### Clock wires, drivers and flops, run 1

Bar = 50 µm.
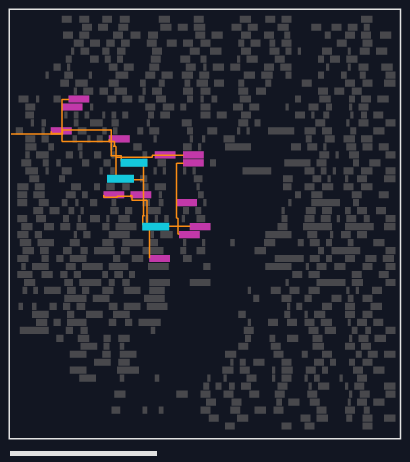
### Signal metal coverage by tile, run 1

The die is cut into 27 by 29 equal tiles; dark blue is low, red is high, scaled to the fullest tile. Values are wire area over tile area, all layers added.
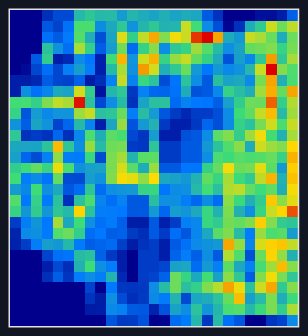
### Cells coloured by class, run 1

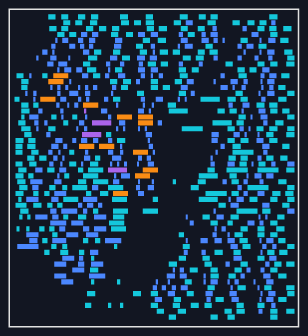
### Where the registers sit, run 1

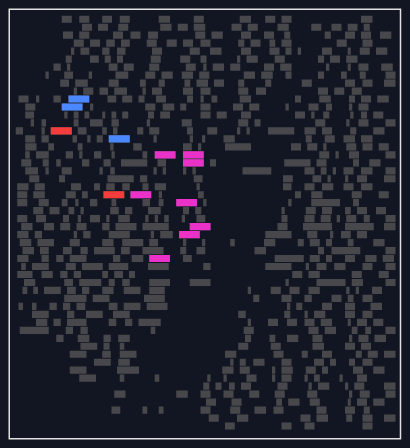
File: src/rtl/hazard_ctrl_unit_if.sv
// Pipeline-side bundle between the 5-stage datapath and hazard_ctrl_unit.
// The master modport belongs to the pipeline and the slave modport to the hazard controller.
interface hazard_ctrl_unit_if #(
    parameter int XLEN   = 32,
    parameter int REG_AW = 5
);
    logic [REG_AW-1:0] id_rs1;
    logic [REG_AW-1:0] id_rs2;
    logic              id_use1;
    logic              id_use2;
    logic [REG_AW-1:0] ex_rs1;
    logic [REG_AW-1:0] ex_rs2;
    logic [XLEN-1:0]   ex_opa;
    logic [XLEN-1:0]   ex_opb;
    logic [REG_AW-1:0] ex_rd;
    logic              ex_reg_write;
    logic              ex_load;
    logic              ex_redirect;
    logic [REG_AW-1:0] mem_rd;
    logic              mem_reg_write;
    logic [XLEN-1:0]   mem_fwd_data;
    logic [REG_AW-1:0] wb_rd;
    logic              wb_reg_write;
    logic [XLEN-1:0]   wb_data;
    logic              mem_req;
    logic              data_mem_valid;
    logic [XLEN-1:0]   alu_in_a;
    logic [XLEN-1:0]   alu_in_b;
    logic              stall_fetch;
    logic              stall_decode;
    logic              bubble_ex;
    logic              flush_id;
    logic              stall_back;
    logic              mem_timeout_err;
    logic [1:0]        hz_state;

    modport master (
        output id_rs1, id_rs2, id_use1, id_use2, ex_rs1, ex_rs2, ex_opa, ex_opb,
               ex_rd, ex_reg_write, ex_load, ex_redirect, mem_rd, mem_reg_write,
               mem_fwd_data, wb_rd, wb_reg_write, wb_data, mem_req, data_mem_valid,
        input  alu_in_a, alu_in_b, stall_fetch, stall_decode, bubble_ex, flush_id,
               stall_back, mem_timeout_err, hz_state
    );

    modport slave (
        input  id_rs1, id_rs2, id_use1, id_use2, ex_rs1, ex_rs2, ex_opa, ex_opb,
               ex_rd, ex_reg_write, ex_load, ex_redirect, mem_rd, mem_reg_write,
               mem_fwd_data, wb_rd, wb_reg_write, wb_data, mem_req, data_mem_valid,
        output alu_in_a, alu_in_b, stall_fetch, stall_decode, bubble_ex, flush_id,
               stall_back, mem_timeout_err, hz_state
    );
endinterface

File: src/rtl/hazard_ctrl_unit.sv
// Hazard/forwarding controller: MEM/WB operand forwarding, load-use stall, redirect flush, memory-wait freeze.
// Optional HAZARD_PERF_CNT_EN adds saturating stall-cycle and redirect counters.
//
// state      | meaning
// S_RUN      | normal flow; load-use stall, redirect start or freeze entry
// S_MEM_WAIT | data memory outstanding; whole pipe frozen
// S_REDIRECT | remaining wrong-path bubbles after a taken branch/jump
module hazard_ctrl_unit #(
    parameter int XLEN         = 32,
    parameter int REG_AW       = 5,
    parameter int FLUSH_CYCLES = 2,
    parameter int MEM_TIMEOUT  = 255,
    parameter int CNT_W        = 32
) (
    input  logic             clk_i,
    input  logic             rst_i,
    hazard_ctrl_unit_if.slave hz
`ifdef HAZARD_PERF_CNT_EN
    ,
    output logic [CNT_W-1:0] perf_stall_cyc_o,
    output logic [CNT_W-1:0] perf_flush_cnt_o
`endif
);

    localparam int WW = (MEM_TIMEOUT > 0) ? $clog2(MEM_TIMEOUT + 1) : 1;

    typedef enum logic [1:0] {
        S_RUN      = 2'd0,
        S_MEM_WAIT = 2'd1,
        S_REDIRECT = 2'd2
    } state_e;

    state_e          state_q, state_d;
    logic [2:0]      cnt_q, cnt_d;
    logic [WW-1:0]   wcnt_q, wcnt_d;

    logic            load_use;
    logic            mem_block;
    logic            stall_fetch, stall_decode, bubble_ex, flush_id, stall_back;
    logic            timeout_err, redirect_acc;

    assign load_use = hz.ex_load && hz.ex_reg_write && (hz.ex_rd != '0)
                      && ((hz.id_use1 && (hz.id_rs1 == hz.ex_rd))
                       || (hz.id_use2 && (hz.id_rs2 == hz.ex_rd)));
    assign mem_block = hz.mem_req && !hz.data_mem_valid;

    // MEM result is younger than WB, so it wins; x0 is never forwarded.
    always_comb begin
        hz.alu_in_a = hz.ex_opa;
        hz.alu_in_b = hz.ex_opb;
        if (!rst_i) begin
            if (hz.mem_reg_write && (hz.mem_rd != '0) && (hz.mem_rd == hz.ex_rs1))
                hz.alu_in_a = hz.mem_fwd_data;
            else if (hz.wb_reg_write && (hz.wb_rd != '0) && (hz.wb_rd == hz.ex_rs1))
                hz.alu_in_a = hz.wb_data;
            if (hz.mem_reg_write && (hz.mem_rd != '0) && (hz.mem_rd == hz.ex_rs2))
                hz.alu_in_b = hz.mem_fwd_data;
            else if (hz.wb_reg_write && (hz.wb_rd != '0) && (hz.wb_rd == hz.ex_rs2))
                hz.alu_in_b = hz.wb_data;
        end
    end

    always_comb begin
        state_d      = state_q;
        cnt_d        = cnt_q;
        wcnt_d       = wcnt_q;
        stall_fetch  = 1'b0;
        stall_decode = 1'b0;
        bubble_ex    = 1'b0;
        flush_id     = 1'b0;
        stall_back   = 1'b0;
        timeout_err  = 1'b0;
        redirect_acc = 1'b0;
        if (!rst_i) begin
            case (state_q)
                S_RUN: begin
                    if (mem_block) begin
                        stall_fetch  = 1'b1;
                        stall_decode = 1'b1;
                        stall_back   = 1'b1;
                        wcnt_d       = '0;
                        state_d      = S_MEM_WAIT;
                    end else if (hz.ex_redirect) begin
                        flush_id     = 1'b1;
                        bubble_ex    = 1'b1;
                        redirect_acc = 1'b1;
                        if (FLUSH_CYCLES > 1) begin
                            cnt_d   = 3'(FLUSH_CYCLES - 1);
                            state_d = S_REDIRECT;
                        end
                    end else if (load_use) begin
                        stall_fetch  = 1'b1;
                        stall_decode = 1'b1;
                        bubble_ex    = 1'b1;
                    end
                end
                S_MEM_WAIT: begin
                    stall_fetch  = 1'b1;
                    stall_decode = 1'b1;
                    stall_back   = 1'b1;
                    if (hz.data_mem_valid) begin
                        wcnt_d  = '0;
                        state_d = S_RUN;
                    end else if ((MEM_TIMEOUT != 0) && (wcnt_q == WW'(MEM_TIMEOUT - 1))) begin
                        timeout_err = 1'b1;
                        wcnt_d      = '0;
                        state_d     = S_RUN;
                    end else begin
                        wcnt_d = wcnt_q + WW'(1);
                    end
                end
                S_REDIRECT: begin
                    flush_id  = 1'b1;
                    bubble_ex = 1'b1;
                    if (mem_block) begin
                        stall_fetch  = 1'b1;
                        stall_decode = 1'b1;
                        stall_back   = 1'b1;
                    end else if (cnt_q <= 3'd1) begin
                        // cnt counts this bubble too: leaving when it would reach zero
                        cnt_d   = '0;
                        state_d = S_RUN;
                    end else begin
                        cnt_d = cnt_q - 3'd1;
                    end
                end
                default: state_d = S_RUN;
            endcase
        end
    end

    always_ff @(posedge clk_i) begin
        if (rst_i) begin
            state_q <= S_RUN;
            cnt_q   <= '0;
            wcnt_q  <= '0;
        end else begin
            state_q <= state_d;
            cnt_q   <= cnt_d;
            wcnt_q  <= wcnt_d;
        end
    end

    assign hz.stall_fetch     = stall_fetch;
    assign hz.stall_decode    = stall_decode;
    assign hz.bubble_ex       = bubble_ex;
    assign hz.flush_id        = flush_id;
    assign hz.stall_back      = stall_back;
    assign hz.mem_timeout_err = timeout_err;
    assign hz.hz_state        = state_q;

`ifdef HAZARD_PERF_CNT_EN
    logic [CNT_W-1:0] perf_stall_q, perf_flush_q;

    always_ff @(posedge clk_i) begin
        if (rst_i) begin
            perf_stall_q <= '0;
            perf_flush_q <= '0;
        end else begin
            if (stall_fetch && !(&perf_stall_q))
                perf_stall_q <= perf_stall_q + CNT_W'(1);
            if (redirect_acc && !(&perf_flush_q))
                perf_flush_q <= perf_flush_q + CNT_W'(1);
        end
    end

    assign perf_stall_cyc_o = perf_stall_q;
    assign perf_flush_cnt_o = perf_flush_q;
`else
    logic unused_acc;
    assign unused_acc = redirect_acc;
`endif

endmodule
File: src/flat_wrapper.sv
// flat-port wrapper written by rule: the top's interface ports become plain ports
module hazard_ctrl_unit_flat 
#(
    parameter int XLEN         = 32,
    parameter int REG_AW       = 5,
    parameter int FLUSH_CYCLES = 2,
    parameter int MEM_TIMEOUT  = 255,
    parameter int CNT_W        = 32
)
  (clk_i, rst_i, hz_id_rs1, hz_id_rs2, hz_id_use1, hz_id_use2, hz_ex_rs1, hz_ex_rs2, hz_ex_opa, hz_ex_opb, hz_ex_rd, hz_ex_reg_write, hz_ex_load, hz_ex_redirect, hz_mem_rd, hz_mem_reg_write, hz_mem_fwd_data, hz_wb_rd, hz_wb_reg_write, hz_wb_data, hz_mem_req, hz_data_mem_valid, hz_alu_in_a, hz_alu_in_b, hz_stall_fetch, hz_stall_decode, hz_bubble_ex, hz_flush_id, hz_stall_back, hz_mem_timeout_err, hz_hz_state);
  hazard_ctrl_unit_if #(.XLEN(XLEN), .REG_AW(REG_AW)) hz_i ();
  input  logic clk_i;
  input  logic rst_i;
  input wire logic [$bits(hz_i.id_rs1)-1:0] hz_id_rs1;
  input wire logic [$bits(hz_i.id_rs2)-1:0] hz_id_rs2;
  input wire logic [$bits(hz_i.id_use1)-1:0] hz_id_use1;
  input wire logic [$bits(hz_i.id_use2)-1:0] hz_id_use2;
  input wire logic [$bits(hz_i.ex_rs1)-1:0] hz_ex_rs1;
  input wire logic [$bits(hz_i.ex_rs2)-1:0] hz_ex_rs2;
  input wire logic [$bits(hz_i.ex_opa)-1:0] hz_ex_opa;
  input wire logic [$bits(hz_i.ex_opb)-1:0] hz_ex_opb;
  input wire logic [$bits(hz_i.ex_rd)-1:0] hz_ex_rd;
  input wire logic [$bits(hz_i.ex_reg_write)-1:0] hz_ex_reg_write;
  input wire logic [$bits(hz_i.ex_load)-1:0] hz_ex_load;
  input wire logic [$bits(hz_i.ex_redirect)-1:0] hz_ex_redirect;
  input wire logic [$bits(hz_i.mem_rd)-1:0] hz_mem_rd;
  input wire logic [$bits(hz_i.mem_reg_write)-1:0] hz_mem_reg_write;
  input wire logic [$bits(hz_i.mem_fwd_data)-1:0] hz_mem_fwd_data;
  input wire logic [$bits(hz_i.wb_rd)-1:0] hz_wb_rd;
  input wire logic [$bits(hz_i.wb_reg_write)-1:0] hz_wb_reg_write;
  input wire logic [$bits(hz_i.wb_data)-1:0] hz_wb_data;
  input wire logic [$bits(hz_i.mem_req)-1:0] hz_mem_req;
  input wire logic [$bits(hz_i.data_mem_valid)-1:0] hz_data_mem_valid;
  output wire logic [$bits(hz_i.alu_in_a)-1:0] hz_alu_in_a;
  output wire logic [$bits(hz_i.alu_in_b)-1:0] hz_alu_in_b;
  output wire logic [$bits(hz_i.stall_fetch)-1:0] hz_stall_fetch;
  output wire logic [$bits(hz_i.stall_decode)-1:0] hz_stall_decode;
  output wire logic [$bits(hz_i.bubble_ex)-1:0] hz_bubble_ex;
  output wire logic [$bits(hz_i.flush_id)-1:0] hz_flush_id;
  output wire logic [$bits(hz_i.stall_back)-1:0] hz_stall_back;
  output wire logic [$bits(hz_i.mem_timeout_err)-1:0] hz_mem_timeout_err;
  output wire logic [$bits(hz_i.hz_state)-1:0] hz_hz_state;
  assign hz_i.id_rs1 = hz_id_rs1;
  assign hz_i.id_rs2 = hz_id_rs2;
  assign hz_i.id_use1 = hz_id_use1;
  assign hz_i.id_use2 = hz_id_use2;
  assign hz_i.ex_rs1 = hz_ex_rs1;
  assign hz_i.ex_rs2 = hz_ex_rs2;
  assign hz_i.ex_opa = hz_ex_opa;
  assign hz_i.ex_opb = hz_ex_opb;
  assign hz_i.ex_rd = hz_ex_rd;
  assign hz_i.ex_reg_write = hz_ex_reg_write;
  assign hz_i.ex_load = hz_ex_load;
  assign hz_i.ex_redirect = hz_ex_redirect;
  assign hz_i.mem_rd = hz_mem_rd;
  assign hz_i.mem_reg_write = hz_mem_reg_write;
  assign hz_i.mem_fwd_data = hz_mem_fwd_data;
  assign hz_i.wb_rd = hz_wb_rd;
  assign hz_i.wb_reg_write = hz_wb_reg_write;
  assign hz_i.wb_data = hz_wb_data;
  assign hz_i.mem_req = hz_mem_req;
  assign hz_i.data_mem_valid = hz_data_mem_valid;
  assign hz_alu_in_a = hz_i.alu_in_a;
  assign hz_alu_in_b = hz_i.alu_in_b;
  assign hz_stall_fetch = hz_i.stall_fetch;
  assign hz_stall_decode = hz_i.stall_decode;
  assign hz_bubble_ex = hz_i.bubble_ex;
  assign hz_flush_id = hz_i.flush_id;
  assign hz_stall_back = hz_i.stall_back;
  assign hz_mem_timeout_err = hz_i.mem_timeout_err;
  assign hz_hz_state = hz_i.hz_state;
  hazard_ctrl_unit #(.XLEN(XLEN), .REG_AW(REG_AW), .FLUSH_CYCLES(FLUSH_CYCLES), .MEM_TIMEOUT(MEM_TIMEOUT), .CNT_W(CNT_W)) u_core (.clk_i(clk_i), .rst_i(rst_i), .hz(hz_i));
endmodule
File: config.mk
export PLATFORM = sky130hd
export DESIGN_NAME = hazard_ctrl_unit_flat
export DESIGN_NICKNAME = d
export VERILOG_FILES = /design/src/rtl/hazard_ctrl_unit_if.sv /design/src/rtl/hazard_ctrl_unit.sv /design/src/flat_wrapper.sv
export SDC_FILE = /design/constraint.sdc
export NUM_CORES = 1
export LEC_CHECK = 0
export CAP_MARGIN = 20
export CELL_PAD_IN_SITES_DETAIL_PLACEMENT = 2
export CELL_PAD_IN_SITES_GLOBAL_PLACEMENT = 2
export CORE_ASPECT_RATIO = 1.1
export CORE_UTILIZATION = 14
export CTS_CLUSTER_DIAMETER = 40
export DETAILED_ROUTE_END_ITERATION = 8
export PLACE_DENSITY_LB_ADDON = 0.25
export SLEW_MARGIN = 20
export SYNTH_ARGS = -nofsm -noshare
export SYNTH_HDL_FRONTEND = slang
export SYNTH_SLANG_ARGS = --single-unit
File: constraint.sdc
create_clock -name clk_i -period 2.9 [get_ports clk_i]
set_input_delay 0.58 -clock clk_i [delete_from_list [all_inputs] [get_ports clk_i]]
set_output_delay 0.58 -clock clk_i [all_outputs]
set_load 0.02 [all_outputs]
==> impl_metrics.yaml, run 1 <==
# synthesis and place-and-route metrics
floorplanning:
  core_mm2: 0.0184
global_routing:
  grt_max_degree: 44
  antenna_found_initial: 0
  use_met2: 0.369
cells_and_area:
  inverters: 6
  mi_logic_area_mm2: 0.00246
  ff_latch_area_um2: 260
  buffers: 309
setup_path:
  path_cells: "buf_6 -> or4_4 -> o21ai_4 -> nor4_4 -> buf_4 -> and2_4 -> buf_12 -> a221o_1 -> buf_6"
  cp_slowest_cell: "or4_4"
power_and_ir_drop:
  p_comb_mw: 0.870
  clk-power_mw: 0.267
yosys:
  postSynthSeqShare: 0.0987
  yosysWarnings: 0
  avgSynthCellArea_um2: 7.11
  top_cell_area_share: 0.243
clocking:
  numCtsBuffers: 3
  clk_pin_slew_ns: 0.05
drt:
  wl_per_cell_um: 22.4
status:
  violations: "negative setup slack"
  outcome: "finished, violations left"
final_timing:
  fin_crit_ns: 3.06
  setup_ws_ns: -0.156
  finClkSkew_ns: 0.00336
  finalSetupViolations: 64
About 'Clock wires, drivers and flops':
- flip-flops: magenta (count 13)
- clock wires: orange (length 241 µm)
- clock-net drivers: cyan (count 3)
- routed clock nets: 4

About 'Signal metal coverage by tile':
- mean over tiles: 0.16
- emptiest ninth of the die: bottom left
- nearly empty tiles: 8.4%
- tiles over half the peak: 26%
- densest ninth of the die: right middle
- fullest tile: 0.46

About 'Cells coloured by class':
- remaining logic cells: blue (cells 326)
- registers: orange (cells 13)
- clock drivers and dummy loads: purple (cells 4)
- remaining buffers and delay cells: cyan (cells 309)

About 'Where the registers sit':
- u_core.cnt_q: blue (flops 3)
- u_core.hz.hz_state: red (flops 2)
- u_core.wcnt_q: magenta (flops 8; where middle)

[run 1: cell usage in the layout (no fill, tap or decap), drive strengths merged, types with 3 or more instances in the layout]
cell | synthesis | layout
dfxtp | 13 | 13
xor2 | 8 | 8
o211ai | 3 | 3
clkdlybuf4s15 | 0 | 3
nand4 | 7 | 7
xnor2 | 29 | 29
dlygate4sd2 | 0 | 3
nand2b | 35 | 35
and2 | 2 | 4
ha | 4 | 4
nor4 | 3 | 3
clkdlybuf4s50 | 0 | 151
clkbuf | 11 | 13
buf | 23 | 140
nor2 | 84 | 84
a21oi | 7 | 7
nand3 | 4 | 4
nand2 | 7 | 7
or4 | 4 | 4
inv | 6 | 6
o21ai | 5 | 5
dlymetal6s2s | 0 | 3
nor2b | 33 | 33
a221o | 64 | 64
[run 1: repair_timing]
action / CTS / global route
buffers inserted: 19 / 3
pin swaps: 51 / 47
setup endpoints to repair: 68 / 67
cloned: 10 / 6
gates resized: 508 / 63
[run 1: path summary, 6_finish.rpt]
check | from | to | slack, ns | cells past startpoint
setup / recovery | hz_wb_rd[1] | hz_alu_in_b[21] | -0.16 | 9
hold reg to reg | u_core.cnt_q[1] | u_core.cnt_q[1] | 0.52 | 2
hold / removal | u_core.cnt_q[1] | u_core.cnt_q[1] | 0.52 | 2
setup reg to reg | u_core.cnt_q[1] | u_core.cnt_q[2] | 1.21 | 6
[run 1: state kept, by name, summed over array words and instances, names as in the netlist]
| signal | count |
|---|---|
| u_core.hz.hz_state | 2 |
| u_core.wcnt_q | 8 |
| u_core.cnt_q | 3 |
[run 1: cell families after synthesis]
family                   synth area share
adder cells (fa/ha/maj)            0.0190
buffers and inverters              0.0878
AND/OR/NAND/NOR                     0.363
AND-OR/OR-AND                       0.309
flip-flops                         0.0987
XOR/XNOR                            0.123
### Clock wiring as the flow saved it, run 1

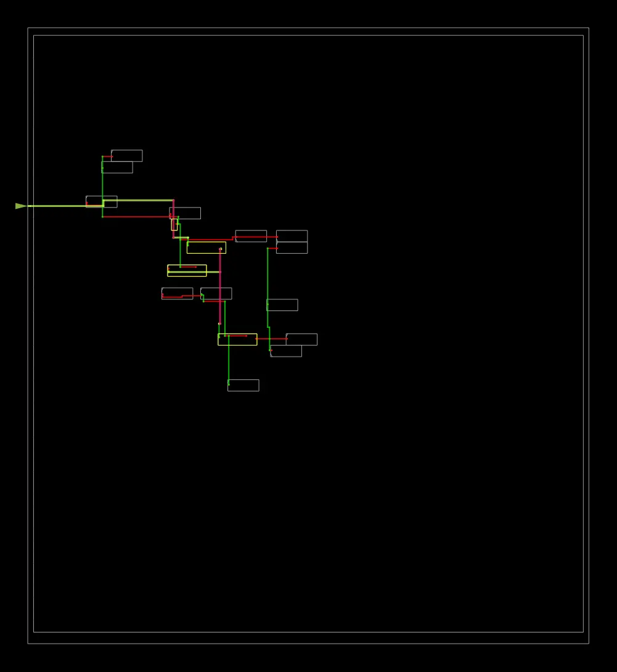

--- run 2 (diff from run 1) ---
--- a/config.mk
+++ b/config.mk
@@ -9,10 +9,12 @@
 export CELL_PAD_IN_SITES_DETAIL_PLACEMENT = 2
 export CELL_PAD_IN_SITES_GLOBAL_PLACEMENT = 2
 export CORE_ASPECT_RATIO = 1.1
+export CORE_MARGIN = 2
 export CORE_UTILIZATION = 14
 export CTS_CLUSTER_DIAMETER = 40
 export DETAILED_ROUTE_END_ITERATION = 8
 export PLACE_DENSITY_LB_ADDON = 0.25
+export SETUP_SLACK_MARGIN = 0.4
 export SLEW_MARGIN = 20
 export SYNTH_ARGS = -nofsm -noshare
 export SYNTH_HDL_FRONTEND = slang
### Clock wiring as the flow saved it, run 2

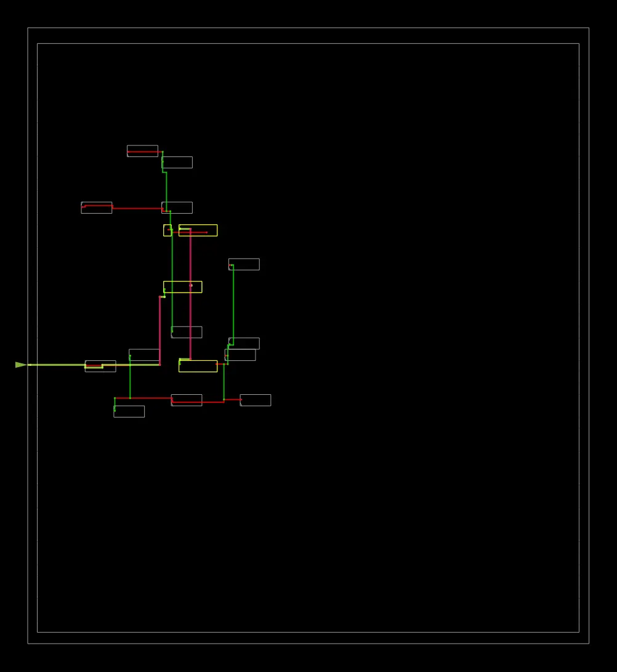
clock group power: 0.273 mW
clock buffer count: 3

### Cells coloured by class, run 2

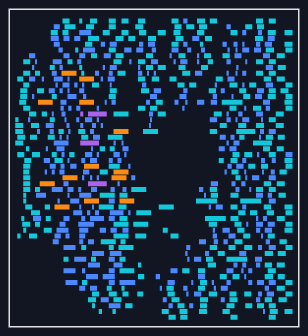
- registers: orange (cells 13)
- clock drivers and dummy loads: purple (cells 4)
- remaining logic cells: blue (cells 328)
- remaining buffers and delay cells: cyan (cells 304)

==> run 2 against run 1 <==
Net effect:
- the run still ends with negative setup slack left
- critical path type unchanged
- cell area down 2.1%
- core utilization down 0.75 points
- combinational power down 1%
- non-clock buffer count down 5
- critical endpoint is now hz_alu_in_a[30]
- largest cell class unchanged
- final cell count down 0.34%
- clock skew down 0.0011 ns
- synthesized area unchanged
- clock power up 2%
- worst setup slack better by 0.010 ns
- register-to-register slack worse by 0.03 ns
- highest routed layer unchanged
- power down 0.51%
==> impl_metrics.yaml, run 2 <==
# synthesis and place-and-route metrics
cells_and_area:
  mi_logic_area_mm2: 0.00243
  final_layout_top_logic_cells: "137 x clkdlybuf4s50_1, 78 x buf_6, 76 x nor2_1"
  comb-cell-share: 0.382
  lay_top_count: "clkdlybuf4s50_1"
  ff_latch_area_um2: 260
  largest_reg_flops: 8
  buffers: 304
  top_register: "u_core.wcnt_q"
  fin_util: 0.345
  inverters: 6
power_and_ir_drop:
  peakVddDrop_mv: 0.165
  p_comb_mw: 0.858
yosys:
  top_cell_area_share: 0.243
  postSynthSeqShare: 0.0987
  async_flop_share: 0
  avgSynthCellArea_um2: 7.11
  top_cells_by_area: "a221o_1 24%, nor2_1 12%, dfxtp_1 9.9%"
  yosysWarnings: 0
  ys_cells: 371
  synthTopCellsByCount: "84 x nor2_1, 64 x a221o_1, 35 x nand2b_1, 33 x nor2b_1, 29 x xnor2_1"
  synth-edff-count: 0
  synth_cell_types: 39
clocking:
  numCtsBuffers: 3
  cts.path.max_buffers: 2
  clk-insertion-delay-late_ns: 0.25
  clk_pin_slew_ns: 0.05
  root_buffer: "clkbuf_16"
status:
  outcome: "finished, violations left"
  violations: "negative setup slack"
final_timing:
  fin_crit_sh: 1.05
  fin_crit_ns: 3.05
  worst_pin_slew_ns: 0.455
  finClkSkew_ns: 0.00230
  finalSetupViolations: 64
  setup_ws_ns: -0.146
global_routing:
  grt_max_degree: 27
  grt_pass1_wl_um: 27700
  use_met2: 0.337
  grt_use_met1: 0.211
  antenna_found_initial: 0
floorplanning:
  die_h_um: 148
  core_mm2: 0.0184
min_path:
  hp-class: "reg2reg"
drt:
  wl_per_cell_um: 21.6
  drc: 0
  ant_nets: 0
setup_path:
  path_buffers: 4
  path_cells: "buf_6 -> or4_4 -> o21ai_4 -> nor4_4 -> buf_4 -> and2_4 -> buf_12 -> a221o_1 -> buf_6"
  cp_slowest_cell: "or4_4"
  cp_top_family: "simple AND/OR/NAND/NOR gates"
run 2: cell counts after synthesis:
Identical to the previous run, type by type.
run 2: worst min-delay path, stage by stage, from the launching register on:
cell     delay (ns)
dfxtp_1        0.33
o21ai_0        0.09
a21oi_1        0.07
run 2: path summary, 6_finish.rpt:
path	from	endpoint	slack (ns)	depth (start not counted)
worst min-delay path	u_core.cnt_q[2]	u_core.cnt_q[2]	0.54	2
worst max register to register	u_core.cnt_q[1]	u_core.cnt_q[2]	1.18	6
worst max-delay path	hz_wb_rd[4]	hz_alu_in_a[30]	-0.15	9
worst min register to register	u_core.cnt_q[2]	u_core.cnt_q[2]	0.54	2
run 2: metrics by stage:
| stage | instances | hold WS (ns) | area (µm²) | setup slack (ns) |
|---|---|---|---|---|
| 2_1_floorplan | 371 | 0.469 | 2640 | 0.226 |
| 3_3_place_gp | 857 | 0.494 | 5500 | -0.988 |
| 3_5_place_dp | 857 | 0.523 | 5500 | -1.04 |
| 4_1_cts | 889 | 0.537 | 6170 | -0.188 |
| 5_1_grt | 892 | 0.562 | 6350 | -0.184 |
| 6_report | 892 | 0.538 | 6350 | -0.146 |
run 2: cells by family after synthesis:
| family | share of synthesized area |
|---|---|
| AND/OR/NAND/NOR | 0.363 |
| AND-OR/OR-AND | 0.309 |
| buffers and inverters | 0.0878 |
| XOR/XNOR | 0.123 |
| flip-flops | 0.0987 |
| adder cells (fa/ha/maj) | 0.0190 |
run 2: metal layers:
layer	vias to the layer above	wire length, µm
met1	1992	7790
li1	1919	-
met5	-	0
met4	0	358
met3	21	1310
met2	173	9820
run 2: what timing repair did:
action,CTS,global route
setup endpoints to repair,70,69
buffers inserted,19,1
cloned,9,2
pin swaps,54,55
resized,532,55
No activity file was given, so power comes from the tool's default toggle rates.
